### src/rtl/alu_pkg.sv
// Shared definitions for the ALU result path: the word width, the
// serializer FSM states and a helper for sizing the bit counter.
package alu_pkg;

   localparam int ALU_W = 18;

   typedef enum logic {
      S_IDLE  = 1'b0,
      S_SHIFT = 1'b1
   } state_e;

   // Counter width needed to index every bit of a w-bit word, never below one bit
   function automatic int cntWidth(input int w);
      int cw;
      cw = $clog2(w);
      if (cw < 1) begin
         cw = 1;
      end
      return cw;
   endfunction

endpackage

### src/rtl/alu_hold_buf.sv
// Single-entry holding register with a full flag. The upstream side writes
// through a valid/ready handshake; the shifter drains it with a take strobe.
module alu_hold_buf
   import alu_pkg::*;
#(
   parameter int WIDTH = ALU_W
) (
   input  logic             clk_i,
   input  logic             rst_i,
   input  logic [WIDTH-1:0] wrData_i,
   input  logic             wrValid_i,
   output logic             wrReady_o,
   input  logic             rdTake_i,
   output logic [WIDTH-1:0] rdData_o,
   output logic             full_o
);

   logic             fullQ, fullD;
   logic [WIDTH-1:0] dataQ, dataD;
   logic             accept;

   // Ready depends only on the registered full flag, so a write and a take
   // can never land on the same edge.
   assign wrReady_o = !fullQ;
   assign accept    = wrValid_i && !fullQ;
   assign rdData_o  = dataQ;
   assign full_o    = fullQ;

   // Next-state for the entry: fill on accept, empty when the shifter takes it
   always_comb begin
      fullD = fullQ;
      dataD = dataQ;
      if (accept) begin
         fullD = 1'b1;
         dataD = wrData_i;
      end else if (rdTake_i) begin
         fullD = 1'b0;
      end
   end

   // Entry register with synchronous reset that discards any held word
   always_ff @(posedge clk_i) begin
      if (rst_i) begin
         fullQ <= 1'b0;
         dataQ <= '0;
      end else begin
         fullQ <= fullD;
         dataQ <= dataD;
      end
   end

endmodule

### src/rtl/alu_result_serializer.sv
// Serializer sitting after the registered ALU. Each result word is parked in
// a one-word hold buffer, then shifted out one bit per consumed cycle with
// first/last framing and a whole-word zero flag. The buffer refills while a
// word is shifting, so words stream back to back with no idle cycle.
module alu_result_serializer
   import alu_pkg::*;
#(
   parameter int WIDTH     = ALU_W,
   parameter bit MSB_FIRST = 1'b1
) (
   input  logic             clk,
   input  logic             rst,
   input  logic [WIDTH-1:0] in_data,
   input  logic             in_valid,
   output logic             in_ready,
   output logic             ser_data,
   output logic             ser_valid,
   input  logic             ser_ready,
   output logic             ser_first,
   output logic             ser_last,
   output logic             word_zero,
   output logic             busy
);

   localparam int              CNT_W    = cntWidth(WIDTH);
   localparam logic [CNT_W-1:0] LAST_CNT = CNT_W'(WIDTH - 1);

   state_e           stateQ, stateD;
   logic [CNT_W-1:0] cntQ, cntD;
   logic [WIDTH-1:0] shiftQ, shiftD;
   logic             zeroQ, zeroD;

   logic [WIDTH-1:0] holdData;
   logic             holdFull;
   logic             bitFire;
   logic             lastFire;
   logic             loadShift;

   alu_hold_buf #(
      .WIDTH (WIDTH)
   ) u_hold (
      .clk_i     (clk),
      .rst_i     (rst),
      .wrData_i  (in_data),
      .wrValid_i (in_valid),
      .wrReady_o (in_ready),
      .rdTake_i  (loadShift),
      .rdData_o  (holdData),
      .full_o    (holdFull)
   );

   assign ser_valid = (stateQ == S_SHIFT);
   assign bitFire   = ser_valid && ser_ready;
   assign lastFire  = bitFire && (cntQ == LAST_CNT);
   assign loadShift = holdFull && ((stateQ == S_IDLE) || lastFire);

   assign ser_first = ser_valid && (cntQ == '0);
   assign ser_last  = ser_valid && (cntQ == LAST_CNT);
   assign ser_data  = MSB_FIRST ? shiftQ[WIDTH-1] : shiftQ[0];
   assign word_zero = zeroQ;
   assign busy      = holdFull || (stateQ == S_SHIFT);

   // Shifter FSM: load a held word when idle or right as the last bit goes,
   // otherwise advance one bit per consumed cycle and hold still on a stall
   always_comb begin
      stateD = stateQ;
      cntD   = cntQ;
      shiftD = shiftQ;
      zeroD  = zeroQ;
      if (loadShift) begin
         stateD = S_SHIFT;
         cntD   = '0;
         shiftD = holdData;
         zeroD  = (holdData == '0);
      end else if (bitFire) begin
         if (MSB_FIRST) begin
            shiftD = {shiftQ[WIDTH-2:0], 1'b0};
         end else begin
            shiftD = {1'b0, shiftQ[WIDTH-1:1]};
         end
         if (lastFire) begin
            stateD = S_IDLE;
            cntD   = '0;
         end else begin
            cntD = cntQ + CNT_W'(1);
         end
      end
   end

   // Shifter state registers; reset drops any partially shifted word
   always_ff @(posedge clk) begin
      if (rst) begin
         stateQ <= S_IDLE;
         cntQ   <= '0;
         shiftQ <= '0;
         zeroQ  <= 1'b0;
      end else begin
         stateQ <= stateD;
         cntQ   <= cntD;
         shiftQ <= shiftD;
         zeroQ  <= zeroD;
      end
   end

endmodule

### config.mk
export PLATFORM = sky130hd
export DESIGN_NAME = alu_result_serializer
export DESIGN_NICKNAME = d
export VERILOG_FILES = /design/src/rtl/alu_pkg.sv /design/src/rtl/alu_hold_buf.sv /design/src/rtl/alu_result_serializer.sv
export SDC_FILE = /design/constraint.sdc
export NUM_CORES = 1
export LEC_CHECK = 0
export ABC_AREA = 1
export CAP_MARGIN = 20
export CORE_ASPECT_RATIO = 2
export CORE_MARGIN = 3
export CORE_UTILIZATION = 35
export CTS_BUF_LIST = sky130_fd_sc_hd__clkbuf_4 sky130_fd_sc_hd__clkbuf_8
export CTS_CLUSTER_DIAMETER = 30
export DETAILED_ROUTE_END_ITERATION = 12
export PLACE_DENSITY_LB_ADDON = 0.2
export SLEW_MARGIN = 15
export SYNTH_ARGS = -nofsm -noshare
export SYNTH_HDL_FRONTEND = slang
export SYNTH_HIERARCHICAL = 1
export SYNTH_SLANG_ARGS = --single-unit
### constraint.sdc
create_clock -name clk -period 1.57 [get_ports clk]
set_input_delay 0.314 -clock clk [delete_from_list [all_inputs] [get_ports clk]]
set_output_delay 0.314 -clock clk [all_outputs]
set_load 0.005 [all_outputs]
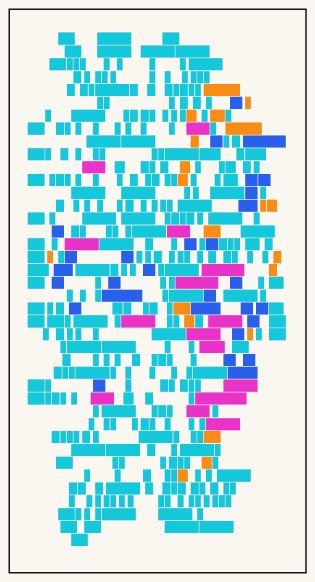
(cells by drive strength)
- cyan: drive 1 or less (cells 340; most used nand2_1)
- orange: drive 2 (cells 20; most used nand2_2)
- blue: drive 3 to 4 (cells 29; most used buf_4)
- magenta: drive 6 and up (cells 15; most used clkbuf_8)

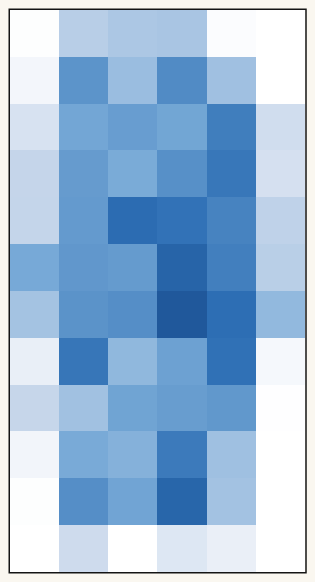
(cell density map)
The die is cut into 6 by 12 equal tiles; white is low, dark blue is high, 0 to 100% covered.
- fullest tile: 84%
- mean over tiles: 40%
- emptiest ninth of the die: south-east
- tiles over 75% full: 6.9%
- nearly empty tiles: 15%

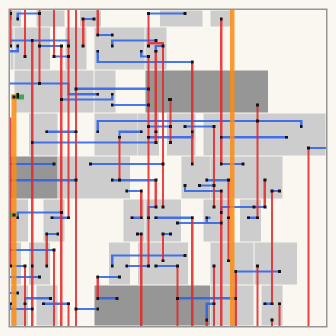
(zoomed window)
Window x 37 to 57, y 79 to 99 um. Cells in grey, sequential cells in the stronger grey; small squares are vias.
- orange: met4
- red: met2
- blue: met1
- green: met3
- sequential cells in the window: 2
- cells with their middle in the window: 31
- netlist names of flops here include: cntQ (2)

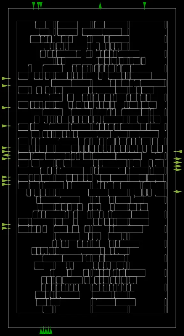
(placement view)
flop share of the area: 0.291
Seq Cell Count: 44
final core occ: 0.499
Tap Count: 84

==> run summary <==
impl run done, here's what came out: status complete, no violations, Comb pwr share 0.194, Layout clock area frac 0.0365, share of layout cells above drive strength 1 0.158, gpl congestion 0.746, Yosys chip area 2230 um^2, fin nets 428, top cells by count nand2_1 (85), nor2_1 (64), inv_1 (62), WL/cell 10.4 um, layout inverter count without the clock tree 66, TritonCTS clock tree built, die area 7430 um^2, Sum Neg Setup Slack 0 ps, tool warnings 30, Critical Path End ser_last, Static Leak 1.48 nW, Worst-Skew Late Latency 300 ps, die width 62.5 um, final hold violation count 0, Peak VDD IR 0.570 mV, Max-slew headroom 0.832, Post-Synthesis Cell Area 2230 um^2, initial antenna violation count 0, Critical R2R Capture shiftQ[3]$_SDFFE_PP0P_, Met3 Wirelength 179 um, f_max 0.665 GHz, Final Max Slew Viols 0, setup slack after layout 67.0 ps, r2r setup slk 100 ps, P_sw 0.701 mW, Yosys cell types 22, area delta synth->final 36.6%, first-pass GRT wire length 8520 um, Max-area cell share 0.395, Init Core Util 0.366, total power 2.60 mW, IO buf count 28, most common cell in the netlist nand2_1, Detailed Place HPWL 3720 um, DR vias/cell 4.42, core box area 6110 um^2, CP dominant cell by count inv_2, critical path capture point type primary output, ant diodes 0, Simple Share, Synth 0.409, Die Y-Extent 119 um, yosys aoi share 0.0157, period utilization 0.957, ys async rst share 0, Yosys Warn Count 6, required time of the critical path 1260 ps, WL met2 2830 um, Buffers, non-clock 57, Top Metal Used met4, buffering overhead 0.190, critical path class reg2out, yosys cell count 354, detailed-route via count 2159, largest cells by area after synthesis dfxtp_1 (39%), nand2_1 (14%), nand3_1 (12%), nor2_1 (11%), inv_1 (10%), CP delay by family, top flip-flops, Worst-Margin Slew 250 ps, Leading power group sequential cells, grt total ovfl 0, Initial DRC Count 49, slowest CP cell dfxtp_2, Hold Path Stages 2, top cell category logic gates, Mux area share 0.00448, drt first pass iters 4, most instantiated logic cells after routing nand2_1 (78), nor2_1 (63), inv_1 (60), nand3_1 (52), dfxtp_1 (41), Pwr per Cell Area 853 nW/um^2, most used routing layer met2, CTS Buf Count 5, All-Layer GR Usage 0.140, GRT met1 Usage 0.137, Multi-input gate area 1120 um^2, Hold Slack 472 ps, Avg Inst Size Synth 6.31 um^2, launch point of the worst path cntQ[1]$_SDFFE_PP0P_, met2 Usage GRT 0.267, CP max FO 2, WHS Endpoint shiftQ[16]$_SDFFE_PP0P_, final instance area 3050 um^2, pre-CTS WS -121 ps, fraction of area in multi-input gates 0.366, Reg area 887 um^2, final setup fails 0, IO Pins 29, clock group power 0.867 mW, switching part of the total 0.270
Power figures rest on the tool's default switching activity, not on a simulated workload.
